### config.mk
export PLATFORM = sky130hd
export DESIGN_NAME = commit_queue
export DESIGN_NICKNAME = d
export VERILOG_FILES = /design/src/rtl/commit_queue.sv
export SDC_FILE = /design/constraint.sdc
export NUM_CORES = 1
export LEC_CHECK = 0
export CAP_MARGIN = 20
export CORE_MARGIN = 8
export CORE_UTILIZATION = 24
export CTS_BUF_LIST = sky130_fd_sc_hd__clkbuf_16
export DETAILED_ROUTE_END_ITERATION = 7
export GPL_TIMING_DRIVEN = 1
export HOLD_SLACK_MARGIN = 0.05
export PLACE_DENSITY = 0.49
export SYNTH_ARGS = -nofsm -noshare
export SYNTH_HDL_FRONTEND = slang
export SYNTH_SLANG_ARGS = --single-unit
### constraint.sdc
create_clock -name clk -period 10.3 [get_ports clk]
set_input_delay 1.03 -clock clk [delete_from_list [all_inputs] [get_ports clk]]
set_output_delay 1.03 -clock clk [all_outputs]
set_load 0.05 [all_outputs]
### src/rtl/commit_queue.sv
// In-order retirement queue between execute and the regfile, data FIFO and CSR block.
// The head entry retires directly, or through a short AXI-Lite write sequence for CSR entries.
module commit_queue #(
  parameter int XLEN        = 32,
  parameter int DEPTH       = 4,
  parameter int CSR_EXC_NUM = 2,
  parameter int CNT_W       = 64
) (
  input  logic              clk,
  input  logic              reset_n,

  input  logic              execute_valid,
  output logic              execute_ready,
  input  logic [4:0]        execute_rd,
  input  logic [XLEN-1:0]   execute_rd_val,
  input  logic [XLEN-1:0]   execute_inst_pc,
  input  logic [XLEN-1:0]   execute_jump_pc,
  input  logic              execute_jump_valid,
  input  logic [5:0]        execute_exception_num,
  input  logic [XLEN-1:0]   execute_exception_val,
  input  logic              execute_exception_valid,
  input  logic [XLEN-1:0]   execute_store_addr,
  input  logic [XLEN-1:0]   execute_store_val,
  input  logic [1:0]        execute_store_size,
  input  logic              execute_store_valid,
  input  logic [11:0]       execute_csr_write_addr,
  input  logic [XLEN-1:0]   execute_csr_write_val,
  input  logic              execute_csr_write_valid,

  input  logic              datafifo_full,
  output logic [XLEN-1:0]   datafifo_addr_out,
  output logic [XLEN-1:0]   datafifo_val_out,
  output logic [1:0]        datafifo_size_out,
  output logic              datafifo_valid_out,

  output logic [5:0]        exception_num_out,
  output logic [XLEN-1:0]   exception_val_out,
  output logic [XLEN-1:0]   exception_pc_out,
  output logic              exception_valid_out,

  output logic [4:0]        rd_out,
  output logic [XLEN-1:0]   rd_val_out,
  output logic              rd_valid_out,

  output logic              commit_valid,
  output logic              pipeline_flush,
  output logic [XLEN-1:0]   pipeline_pc,
  output logic [CNT_W-1:0]  retired_count,

  output logic [11:0]       axil_csr_awaddr,
  output logic              axil_csr_awvalid,
  input  logic              axil_csr_awready,
  output logic [XLEN-1:0]   axil_csr_wdata,
  output logic              axil_csr_wvalid,
  input  logic              axil_csr_wready,
  input  logic [1:0]        axil_csr_bresp,
  input  logic              axil_csr_bvalid,
  output logic              axil_csr_bready
);

  localparam int PTR_W = (DEPTH > 1) ? $clog2(DEPTH) : 1;
  localparam int CNT_Q = PTR_W + 1;

  typedef struct packed {
    logic [4:0]      rd;
    logic [XLEN-1:0] rd_val;
    logic [XLEN-1:0] inst_pc;
    logic [XLEN-1:0] jump_pc;
    logic            jump_valid;
    logic [5:0]      exc_num;
    logic [XLEN-1:0] exc_val;
    logic            exc_valid;
    logic [XLEN-1:0] st_addr;
    logic [XLEN-1:0] st_val;
    logic [1:0]      st_size;
    logic            st_valid;
    logic [11:0]     csr_addr;
    logic [XLEN-1:0] csr_val;
    logic            csr_valid;
  } entry_t;

  typedef enum logic [2:0] {
    HC_EMPTY,
    HC_EXCEPTION,
    HC_WAIT_FIFO,
    HC_CSR,
    HC_COMMIT
  } head_class_t;

  typedef enum logic [1:0] {
    CSR_IDLE,
    CSR_ADDR_DATA,
    CSR_BRESP,
    CSR_DONE
  } csr_state_t;

  entry_t             r_mem [DEPTH];
  logic [PTR_W-1:0]   r_wr_ptr;
  logic [PTR_W-1:0]   r_rd_ptr;
  logic [CNT_Q-1:0]   r_count;
  logic [CNT_W-1:0]   r_retired;

  csr_state_t         r_state, w_state_next;
  logic               r_aw_done, w_aw_done_next;
  logic               r_w_done, w_w_done_next;
  logic               r_err, w_err_next;

  entry_t             w_in;
  entry_t             w_head;
  head_class_t        w_class;
  logic               w_push;
  logic               w_pop;

  assign w_in = '{
    rd:         execute_rd,
    rd_val:     execute_rd_val,
    inst_pc:    execute_inst_pc,
    jump_pc:    execute_jump_pc,
    jump_valid: execute_jump_valid,
    exc_num:    execute_exception_num,
    exc_val:    execute_exception_val,
    exc_valid:  execute_exception_valid,
    st_addr:    execute_store_addr,
    st_val:     execute_store_val,
    st_size:    execute_store_size,
    st_valid:   execute_store_valid,
    csr_addr:   execute_csr_write_addr,
    csr_val:    execute_csr_write_val,
    csr_valid:  execute_csr_write_valid
  };

  assign w_head = r_mem[r_rd_ptr];

  always_comb begin
    if (r_count == '0)
      w_class = HC_EMPTY;
    else if (w_head.exc_valid)
      w_class = HC_EXCEPTION;
    else if (w_head.st_valid && datafifo_full)
      w_class = HC_WAIT_FIFO;
    else if (w_head.csr_valid)
      w_class = HC_CSR;
    else
      w_class = HC_COMMIT;
  end

  // No pop-through: a full queue stays closed even while the head retires.
  assign execute_ready = (r_count < CNT_Q'(DEPTH)) && !pipeline_flush;
  assign w_push        = execute_valid && execute_ready;
  assign w_pop         = commit_valid;
  assign retired_count = r_retired;

  always_comb begin
    datafifo_addr_out   = '0;
    datafifo_val_out    = '0;
    datafifo_size_out   = '0;
    datafifo_valid_out  = 1'b0;
    exception_num_out   = '0;
    exception_val_out   = '0;
    exception_pc_out    = '0;
    exception_valid_out = 1'b0;
    rd_out              = '0;
    rd_val_out          = '0;
    rd_valid_out        = 1'b0;
    commit_valid        = 1'b0;
    pipeline_flush      = 1'b0;
    pipeline_pc         = '0;
    axil_csr_awaddr     = '0;
    axil_csr_awvalid    = 1'b0;
    axil_csr_wdata      = '0;
    axil_csr_wvalid     = 1'b0;
    axil_csr_bready     = 1'b0;
    w_state_next        = r_state;
    w_aw_done_next      = r_aw_done;
    w_w_done_next       = r_w_done;
    w_err_next          = r_err;

    case (r_state)
      CSR_IDLE: begin
        case (w_class)
          HC_COMMIT: begin
            commit_valid       = 1'b1;
            rd_valid_out       = (w_head.rd != '0);
            rd_out             = rd_valid_out ? w_head.rd : '0;
            rd_val_out         = rd_valid_out ? w_head.rd_val : '0;
            datafifo_valid_out = w_head.st_valid;
            datafifo_addr_out  = w_head.st_valid ? w_head.st_addr : '0;
            datafifo_val_out   = w_head.st_valid ? w_head.st_val : '0;
            datafifo_size_out  = w_head.st_valid ? w_head.st_size : '0;
            pipeline_flush     = w_head.jump_valid;
            pipeline_pc        = w_head.jump_pc;
          end
          HC_EXCEPTION: begin
            commit_valid        = 1'b1;
            exception_valid_out = 1'b1;
            exception_num_out   = w_head.exc_num;
            exception_val_out   = w_head.exc_val;
            exception_pc_out    = w_head.inst_pc;
            pipeline_flush      = 1'b1;
            pipeline_pc         = w_head.jump_pc;
          end
          HC_CSR: begin
            w_state_next   = CSR_ADDR_DATA;
            w_aw_done_next = 1'b0;
            w_w_done_next  = 1'b0;
          end
          default: ;
        endcase
      end

      CSR_ADDR_DATA: begin
        // AW and W are independent channels; each drops after its own handshake.
        axil_csr_awvalid = !r_aw_done;
        axil_csr_wvalid  = !r_w_done;
        axil_csr_awaddr  = w_head.csr_addr;
        axil_csr_wdata   = w_head.csr_val;
        w_aw_done_next   = r_aw_done || axil_csr_awready;
        w_w_done_next    = r_w_done || axil_csr_wready;
        if (w_aw_done_next && w_w_done_next)
          w_state_next = CSR_BRESP;
      end

      CSR_BRESP: begin
        axil_csr_bready = 1'b1;
        if (axil_csr_bvalid) begin
          w_err_next   = (axil_csr_bresp != 2'b00);
          w_state_next = CSR_DONE;
        end
      end

      CSR_DONE: begin
        commit_valid = 1'b1;
        pipeline_pc  = w_head.jump_pc;
        if (r_err) begin
          exception_valid_out = 1'b1;
          exception_num_out   = 6'(CSR_EXC_NUM);
          exception_val_out   = XLEN'(w_head.csr_addr);
          exception_pc_out    = w_head.inst_pc;
          pipeline_flush      = 1'b1;
        end else begin
          rd_valid_out   = (w_head.rd != '0);
          rd_out         = rd_valid_out ? w_head.rd : '0;
          rd_val_out     = rd_valid_out ? w_head.rd_val : '0;
          pipeline_flush = w_head.jump_valid;
        end
        w_state_next = CSR_IDLE;
      end

      default: w_state_next = CSR_IDLE;
    endcase
  end

  // Payload storage has no reset; only pointers and count qualify it.
  always_ff @(posedge clk) begin
    if (w_push)
      r_mem[r_wr_ptr] <= w_in;
  end

  always_ff @(posedge clk or negedge reset_n) begin
    if (!reset_n) begin
      r_wr_ptr <= '0;
      r_rd_ptr <= '0;
      r_count  <= '0;
    end else if (pipeline_flush) begin
      r_wr_ptr <= '0;
      r_rd_ptr <= '0;
      r_count  <= '0;
    end else begin
      if (w_push)
        r_wr_ptr <= r_wr_ptr + PTR_W'(1);
      if (w_pop)
        r_rd_ptr <= r_rd_ptr + PTR_W'(1);
      r_count <= r_count + CNT_Q'(w_push) - CNT_Q'(w_pop);
    end
  end

  always_ff @(posedge clk or negedge reset_n) begin
    if (!reset_n) begin
      r_state   <= CSR_IDLE;
      r_aw_done <= 1'b0;
      r_w_done  <= 1'b0;
      r_err     <= 1'b0;
    end else begin
      r_state   <= w_state_next;
      r_aw_done <= w_aw_done_next;
      r_w_done  <= w_w_done_next;
      r_err     <= w_err_next;
    end
  end

  always_ff @(posedge clk or negedge reset_n) begin
    if (!reset_n)
      r_retired <= '0;
    else if (commit_valid && !exception_valid_out)
      r_retired <= r_retired + CNT_W'(1);
  end

endmodule

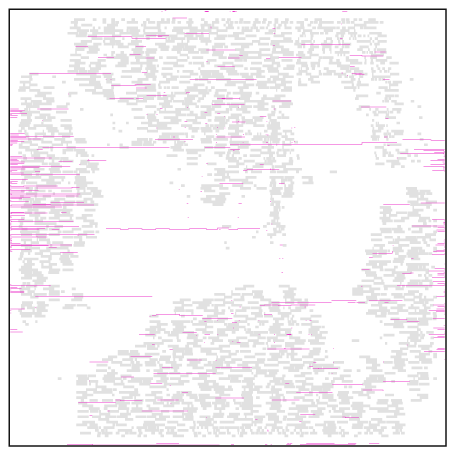
Figure 1: met3 routing.
(1 px per um) Cells faint in the background.
The longest straight run is 132 um. 261 nets have wire on it.
detailed-route via count: 21500
Total Routed Length: 120 mm
global-route track usage on met3: 0.0278

==> run summary <==
Notes on the physical implementation.

- The critical path maximum fanout is 108.
- The number of inserted filler cells in the final layout is 17000, for reference.
- The total power density per cell area is 267 nW/um2, for reference.
- The synthesis area per yosys is 42200 um2, for reference.
- The number of cells reported by Yosys stat comes to 2018.
- The register share after synthesis is 0.765, for reference.
- The part of the cycle the worst path needs is 0.632, for reference.
- The worst hold path belongs to the class primary input to asynchronous set/reset pin.
- The setup TNS is 0 ns, for reference.
- The placer's final routability congestion estimate is 0.720, for reference.
- The worst-case IR drop observed on VDD is 0.168 mV.
- The per-cell routed wire length is 23.4 um, for reference.
- The flow reports an fmax of 154 MHz.
- By area the synthesized netlist is led by edfxtp_1 (72%), mux4_2 (13%), dfrtp_1 (4.5%).
- For this run, the post-layout net count is 2939.
- The register clock-pin slew on the reported worst setup and hold paths is 0.06 ns, for reference.
- The synthesis log from Yosys contains 0 warnings.
- The worst path required time is 9.27 ns, for reference.
- The average instance in the mapped netlist occupies 20.9 um2.
- The synthesized instance count is 2018.
- The final core utilization is 0.313, for reference.
- The number of port buffers is 583, for reference.
- The count of H-tree levels built during CTS is 3, for reference.
- The maximum clock skew at final layout is 0.0219 ns, for reference.
- The total tool warning count is 45, for reference.
- After synthesis, the share of flip-flops with an asynchronous set or reset is 0.0699.
- Per the GRT congestion report, total overflow comes to 0.
- Sorting the synthesized cells by how often they occur yields edfxtp_1 (1012), mux4_2 (251), and2_1 (137).
- The share of total power dissipated in combinational logic is 0.319.
- The standby leakage power is 17.7 nW, for reference.
- The critical path launch point type is a register, for reference.
- The synthesized cell area is 42200 um2, for reference.
- The script computed the net switching share of total power as 0.333.
- The number of detailed-routing iterations run before antenna repair is 4, for reference.
- The die span in y is 435 um, for reference.
- The width of the die is 435 um, for reference.
- Once detail routing completed, the nets flagged for antenna violations numbered 0.
- The cell at the root of the clock tree is clkbuf_16, for reference.
- Looking at the clock tree report, the maximum root-to-sink buffer count equals 3.
- The worst-margin pin slew is 1.03 ns, for reference.
- Sorting the synthesis cell report by count puts at the top edfxtp_1.
- The flow ran to the end, and the final reports show no timing, DRC or antenna violations.
- Total global-route track usage over all layers is 0.122.
- The area growth from synthesis to layout is 30.1%.
- The floorplan has 154 rows.
- Cell internal power was estimated by the tool at 9.79 mW.
- Per the skew report, the later register of the worst-skew pair sees a clock latency of 0.74 ns.
- The clock drives 1088 sinks.
- The net load switching power is 4.88 mW, for reference.
- The number of max-capacitance violations reported is 0, for reference.
- The placed wire-length estimate is 77.3 mm, for reference.
- In this run, synthesis produced a sequential element count of 1088.
- The number of gates given a new drive strength after cts is 0, for reference.
- The clock period could shrink to 6.50 ns.
- The core utilization before placement is 0.241, for reference.
- After detailed routing, the number of remaining DRC violations is 0.
- The count of final hold-check violations is 0, for reference.
- After clock tree synthesis, the flow added hold-fix buffers numbering 0.
- The largest net degree at the start of global routing is 132, for reference.
- Prior to clock tree synthesis, the placed netlist has a worst setup slack of 4.21 ns.
- The post-synth count of flops with an enable pin is 1012.
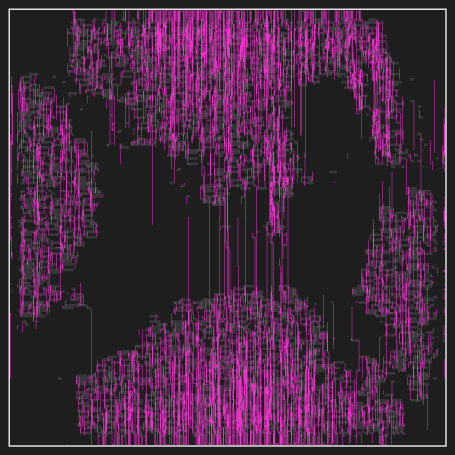
Figure 2: the metal 2 layer.
(1 px per um) Cells faint in the background.
The layer carries 64.1 mm of wire. The longest straight run is 228 um. 2693 nets have wire on it.

[critical path: stages (launching register included)]
cell and delay, ns:
dfrtp_4 0.94, buf_12 0.51, buf_4 0.78, buf_4 0.77, mux4_2 0.44, a22o_1 0.15
clkdlybuf4s50_1 0.93
[logic make-up after synthesis]
| group | synth area share |
|---|---|
| compound gates | 0.00688 |
| xor+xnor | 0.0139 |
| fa+ha+maj | 0.00374 |
| buf+inv | 0.0116 |
| flops | 0.765 |
| mux | 0.136 |
| simple gates | 0.0625 |
[cells in the final DEF (no fill, tap or decap), types with 4 or more instances in the layout]
cell,instances
nand4_1,35
clkinv_2,20
and2_1,137
edfxtp_1,1012
inv_1,42
nor4_1,30
ha_1,10
nor2_1,21
nor2b_1,91
nor2b_2,6
nand2_1,26
clkinv_1,25
dfrtp_1,74
clkinvlp_4,5
mux2_2,4
a22o_1,13
and3_1,9
a21oi_1,8
xor2_1,56
nand3_1,23
clkbuf_16,122
clkdlybuf4s50_1,582
buf_12,5
mux2i_1,5
nor3_1,35
bufinv_16,12
xnor2_1,11
and3_4,4
buf_4,32
and2b_1,10
mux4_2,251
diode_2,14
[state kept, by name, summed over array words and instances (netlist names)]
signal and flops:
r_rd_ptr 2, r_aw_done 1, r_wr_ptr 2, r_mem 1012, r_err 1, r_count 3
retired_count 64, r_w_done 1, r_state 2
[through the flow]
stage / instance area [um2] / instances / hold WS, ns
2_1_floorplan: 42200 / 2018 / 0.534
3_3_place_gp: 50900 / 4881 / 0.491
3_5_place_dp: 50900 / 4881 / 0.494
4_1_cts: 54800 / 5102 / 0.0854
5_1_grt: 54900 / 5112 / 0.128
6_report: 54900 / 5117 / 0.183
[path summary, 6_finish.rpt]
| kind | from | endpoint | slack [ns] | depth (start not counted) |
|---|---|---|---|---|
| max | r_rd_ptr[1] | exception_val_out[0] | 3.80 | 6 |
| max in group asynchronous | reset_n | retired_count[26] | 9.01 | 2 |
| min | reset_n | retired_count[46] | 0.18 | 1 |
| min in group clk | retired_count[6] | retired_count[6] | 0.50 | 1 |
| min reg2reg | retired_count[6] | retired_count[6] | 0.50 | 1 |
| max reg2reg | r_rd_ptr[0] | r_mem[3][130] | 5.22 | 9 |
[routing by layer]
layer  up-vias  share of wire  track usage
li1       9510              -            -
met1     11300           0.38        0.136
met2       512           0.54        0.223
met3       222          0.046       0.0278
met4         8          0.039       0.0523
met5         -        0.00045            0
[layout make-up]
class / count / area (um2) / area share
antenna: 14 / 35.0 / 0.000638
clock buffer: 122 / 3050 / 0.0556
clock inverter: 99 / 877 / 0.0160
inverter: 18 / 67.6 / 0.00123
multi-input combinational: 816 / 9450 / 0.172
sequential: 1088 / 32300 / 0.588
tap: 2340 / 2930 / 0.0533
timing repair buffer: 620 / 6190 / 0.113
[power by group through the flow]
stage	logic, mW	registers, mW	clock network, mW
after detailed placement	4.82	5.85	0
after global placement	4.84	5.84	0
after global routing	4.98	5.81	4.55
after floorplan	3.11	5.96	0
after CTS	4.85	5.76	4.39
final	4.68	5.75	4.24
Power figures rest on the tool's default switching activity, not on a simulated workload.
